[config.mk]
export PLATFORM = sky130hd
export DESIGN_NAME = riscv_next_pc
export DESIGN_NICKNAME = d
export VERILOG_FILES = /design/src/rtl/riscv_next_pc.sv
export SDC_FILE = /design/constraint.sdc
export NUM_CORES = 1
export LEC_CHECK = 0
export ABC_AREA = 1
export CORE_ASPECT_RATIO = 0.7
export CORE_MARGIN = 2
export CORE_UTILIZATION = 35
export CTS_CLUSTER_DIAMETER = 60
export CTS_CLUSTER_SIZE = 24
export DETAILED_ROUTE_END_ITERATION = 7
export GPL_TIMING_DRIVEN = 0
export PLACE_DENSITY_LB_ADDON = 0.15
export SLEW_MARGIN = 15
export SYNTH_ARGS = -nofsm -noshare
export SYNTH_HDL_FRONTEND = slang
export SYNTH_SLANG_ARGS = --single-unit
[constraint.sdc]
create_clock -name clk -period 2.6 [get_ports clk]
set_input_delay 0.52 -clock clk [delete_from_list [all_inputs] [get_ports clk]]
set_output_delay 0.52 -clock clk [all_outputs]
set_load 0.01 [all_outputs]
[src/rtl/riscv_next_pc.sv]
// riscv_next_pc -- next-PC selection for a single-issue RISC-V fetch stage.
// Resolves conditional branches, JAL and JALR from decode/ALU results, raises a
// misaligned-target trap (redirecting to TRAP_VEC and capturing the faulting PC
// in epc), and counts non-stalled cycles in retired.
module riscv_next_pc #(
  parameter logic [31:0] RESET_PC = 32'h0000_0000,
  parameter logic [31:0] TRAP_VEC = 32'h0000_0100
) (
  input  logic        clk,
  input  logic        rst_n,
  input  logic        stall,
  input  logic        branch,
  input  logic [2:0]  funct3,
  input  logic        jal,
  input  logic        jalr,
  input  logic [31:0] imm,
  input  logic [31:0] alu_out,
  input  logic        zero,
  input  logic        trap_ack,
  output logic [31:0] pc,
  output logic [31:0] pc_plus4,
  output logic        taken,
  output logic        trap_pending,
  output logic [31:0] epc,
  output logic [31:0] retired
);

  // Branch flavours carried in funct3; 010/011 are not branches and never take.
  typedef enum logic [2:0] {
    F3_BEQ  = 3'b000,
    F3_BNE  = 3'b001,
    F3_BLT  = 3'b100,
    F3_BGE  = 3'b101,
    F3_BLTU = 3'b110,
    F3_BGEU = 3'b111
  } branch_f3_e;

  logic [31:0] r_pc;
  logic [31:0] r_epc;
  logic        r_trap_pending;
  logic [31:0] r_retired;

  logic [31:0] w_pc_plus4;
  logic [31:0] w_pc_rel;
  logic        w_cond;
  logic        w_taken;
  logic [31:0] w_target;
  logic        w_misaligned;
  logic [31:0] w_next_pc;

  // Sequential link address and PC-relative target; both wrap modulo 2^32.
  assign w_pc_plus4 = r_pc + 32'd4;
  assign w_pc_rel   = r_pc + imm;

  // Branch condition: equality tests use the SUB zero flag, ordered compares
  // use the SLT/SLTU result that the ALU leaves in bit 0.
  always_comb begin
    // NOTE: default first so every path assigns w_cond and no latch is inferred.
    w_cond = 1'b0;
    case (funct3)
      F3_BEQ:           w_cond = zero;
      F3_BNE:           w_cond = ~zero;
      F3_BLT, F3_BLTU:  w_cond = alu_out[0];
      F3_BGE, F3_BGEU:  w_cond = ~alu_out[0];
      default:          w_cond = 1'b0;
    endcase
  end

  assign w_taken = jalr | jal | (branch & w_cond);

  // Target selection: JALR beats JAL beats branch; JALR clears bit 0.
  always_comb begin
    w_target = w_pc_rel;
    if (jalr) begin
      w_target = {alu_out[31:1], 1'b0};
    end
  end

  // Bit 1 can still be set on a JALR target, so both low bits are checked.
  assign w_misaligned = w_taken & (w_target[1:0] != 2'b00);

  // Next PC for a non-stalled cycle.
  always_comb begin
    w_next_pc = w_pc_plus4;
    if (w_misaligned) begin
      w_next_pc = TRAP_VEC;
    end else if (w_taken) begin
      w_next_pc = w_target;
    end
  end

  // PC, exception PC and retire counter; all frozen while stalled.
  always_ff @(posedge clk) begin
    if (!rst_n) begin
      r_pc      <= RESET_PC;
      r_epc     <= 32'd0;
      r_retired <= 32'd0;
    end else if (!stall) begin
      // NOTE: non-blocking so every register samples pre-edge values of r_pc.
      r_pc      <= w_next_pc;
      r_retired <= r_retired + 32'd1;
      if (w_misaligned) begin
        r_epc <= r_pc;
      end
    end
  end

  // Trap flag: a new trap outranks an acknowledge in the same cycle, and an
  // acknowledge is accepted even while the pipeline is stalled.
  always_ff @(posedge clk) begin
    if (!rst_n) begin
      r_trap_pending <= 1'b0;
    end else if (!stall && w_misaligned) begin
      r_trap_pending <= 1'b1;
    end else if (trap_ack) begin
      r_trap_pending <= 1'b0;
    end
  end

  assign pc           = r_pc;
  assign pc_plus4     = w_pc_plus4;
  assign taken        = w_taken;
  assign trap_pending = r_trap_pending;
  assign epc          = r_epc;
  assign retired      = r_retired;

endmodule

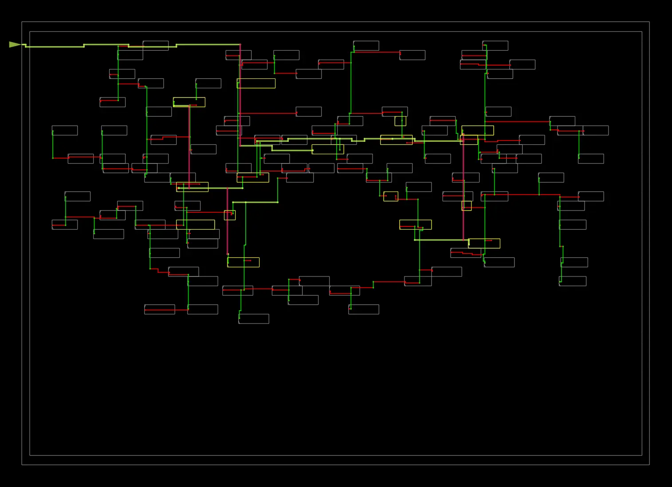
Fig. 1. The clock network.
clk sink count: 97
# clk buffers: 10
P_clk: 1.53 mW
number of buffers created by CTS: 9
Flops: 97

==> CHANGELOG.md <==
### Metrics

* Status: completed
* Worst path arrival time at 2070 ps
* Setup crit end: pc_plus4[16]
* Logic pwr share at 0.287
* Max-cap violation count at 0
* WL met3 at 3480 um
* CP Cell Sequence: ha_4 -> nand3_4 -> nor2_8 -> buf_4 -> buf_4 -> buf_4 -> a31o_2 -> nand2_1 -> inv_1 -> clkdlybuf4s15_1
* Iteration count of the initial detailed-routing pass at 5
* ANT cells at 0
* # Cells Yosys at 1274
* Comb power at 1.26 mW
* Met2 Use GR at 0.399
* Reg-to-reg slack, setup at 170 ps
* GR peak layer: met1
* Tcrit/Tclk final at 0.997
* Hold Crit Start: epc[27]$_SDFFE_PN0P_
* Clock latency at the later pin of the worst-skew pair at 350 ps
* Post-Synthesis Cell Area at 0.00768 mm2
* Post-synth ARST share at 0
* Row count at 45
* Share of cells above drive strength 1 at 0.141
* Worst-path clk slew at 70 ps
* Clock Tree Root: clkbuf_16
* Reg2reg path depth at 15
* First-pass GRT wire length at 48900 um
* GRT Total Usage at 0.273
* Count of library flops with an enable pin at 0
* Worst Hold Class: register to register
* Vias in the first global route at 8608
* IO Pins at 205
* Die W at 181 um
* Overflow left after global routing at 0
* RSZ-0062 raised after global routing: true
* Vias per cell at 5.14
* Highest metal used: met4
* Port Buf Inserts at 203
* DR vias at 9376
* Met3 usage at 0.0602
* Netlist cell types at 46
* Internal at 2.94 mW
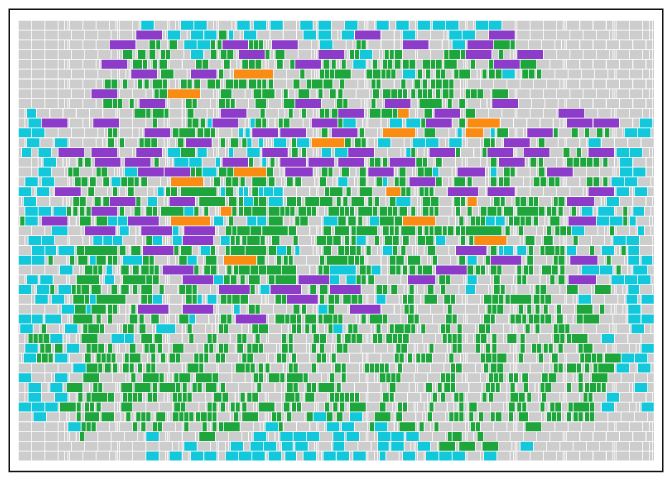
Fig. 2. Placed cells, one color a class.
Fill, decap, tap and diode cells in gray.
Cyan stands for other buffers and delay cells, cells 293. Green stands for all other logic, cells 1137. Orange stands for clock drivers and dummy loads, cells 16. Purple stands for flip-flops, cells 97.

==> repair_timing <==
item,CTS,global route
resized,134,59
setup buffers,40,11
hold buffers,0,0
setup endpoints to repair,73,74
pin swaps,13,12
==> final cells by class <==
| type | instances | area [um2] |
|---|---|---|
| repair buffers | 253 | 2390 |
| flip-flops and latches | 97 | 2030 |
| fillers | 2218 | 10400 |
| multi-input cells | 962 | 5190 |
| plain buffers | 40 | 239 |
| inverters | 175 | 663 |
| clock inverters | 6 | 96.3 |
| well taps | 282 | 353 |
| clock buffers | 10 | 239 |
==> critical path: cells and delay by family, from the launching register on <==
kind	cells	cell delay, ps
AOI/OAI and AO/OA	1	230
adders and majority gates	1	170
buffers and inverters	5	750
DFF	1	360
and+or+nand+nor	3	210
==> Yosys cell counts (5+ instances only) <==
| master | count | area, um2 |
|---|---|---|
| o211ai_1 | 14 | 105 |
| buf_2 | 15 | 75.1 |
| nor2_2 | 9 | 56.3 |
| nand3_2 | 5 | 50.1 |
| inv_2 | 6 | 22.5 |
| nor3_1 | 34 | 170 |
| xor2_1 | 28 | 245 |
| o21ai_1 | 5 | 25.0 |
| inv_1 | 168 | 631 |
| xnor2_1 | 10 | 87.6 |
| o22ai_1 | 6 | 37.5 |
| nand2_1 | 372 | 1400 |
| o21bai_1 | 11 | 82.6 |
| nor2_1 | 130 | 488 |
| nand3_1 | 104 | 521 |
| a21oi_1 | 115 | 576 |
| nand2_2 | 8 | 50.1 |
| dfxtp_1 | 97 | 1940 |
| nand4_1 | 16 | 100 |
| ha_1 | 33 | 413 |
| o21ai_0 | 21 | 105 |
| clkbuf_1 | 23 | 86.3 |
==> per-stage QoR <==
step,std cells,setup slack (ps),instance area [um2],TNS [ps],power [mW]
after floorplan,1274,396,7680,0,2.25
after global placement,1759,-461,10100,-25650,2.78
after detailed placement,1759,-533,10100,-28320,2.78
after CTS,1815,-145,11000,-145,4.35
after global routing,1825,-45.1,11200,-242,4.58
final,1825,7.23,11200,0,4.40
==> placed cells by master, fill, tap and decap left out, types with 6 or more instances in the layout <==
master           netlist  routed
nand2_1              372     358
clkdlybuf4s50_1        0     175
inv_1                168     165
nor2_1               130     118
a21oi_1              115     113
nand3_1              104     102
dfxtp_1               97      68
buf_4                  2      50
ha_1                  33      31
nor3_1                34      27
xor2_1                28      23
clkbuf_1              23      22
dfxtp_4                0      21
nand2_2                8      19
o21ai_0               21      18
nand4_1               16      16
nor2_2                 9      15
dlygate4sd2_1          0      15
o211ai_1              14      14
o21bai_1              11      10
xnor2_1               10       9
buf_2                 15       9
clkbuf_16              0       9
nor3_2                 2       8
nor2_4                 2       8
dfxtp_2                0       8
inv_2                  6       7
o21ai_1                5       7
buf_6                  0       7
o22ai_1                6       6
==> kinds of logic (layout without fill, tap and decap cells) <==
logic type               count (synthesis)  after routing  share of synthesized area
flip-flops                              97             97                      0.253
buffers and inverters                  215            484                      0.109
adder cells (fa/ha/maj)                 34             34                     0.0563
AND-OR/OR-AND                          181            181                      0.130
XOR/XNOR                                39             39                     0.0454
AND/OR/NAND/NOR                        708            708                      0.406
==> state kept, by name, summed over array words and instances (netlist names) <==
signal and count:
epc 32, pc 32, retired 32, trap_pending 1
Power is estimated from default activity; no workload was simulated.
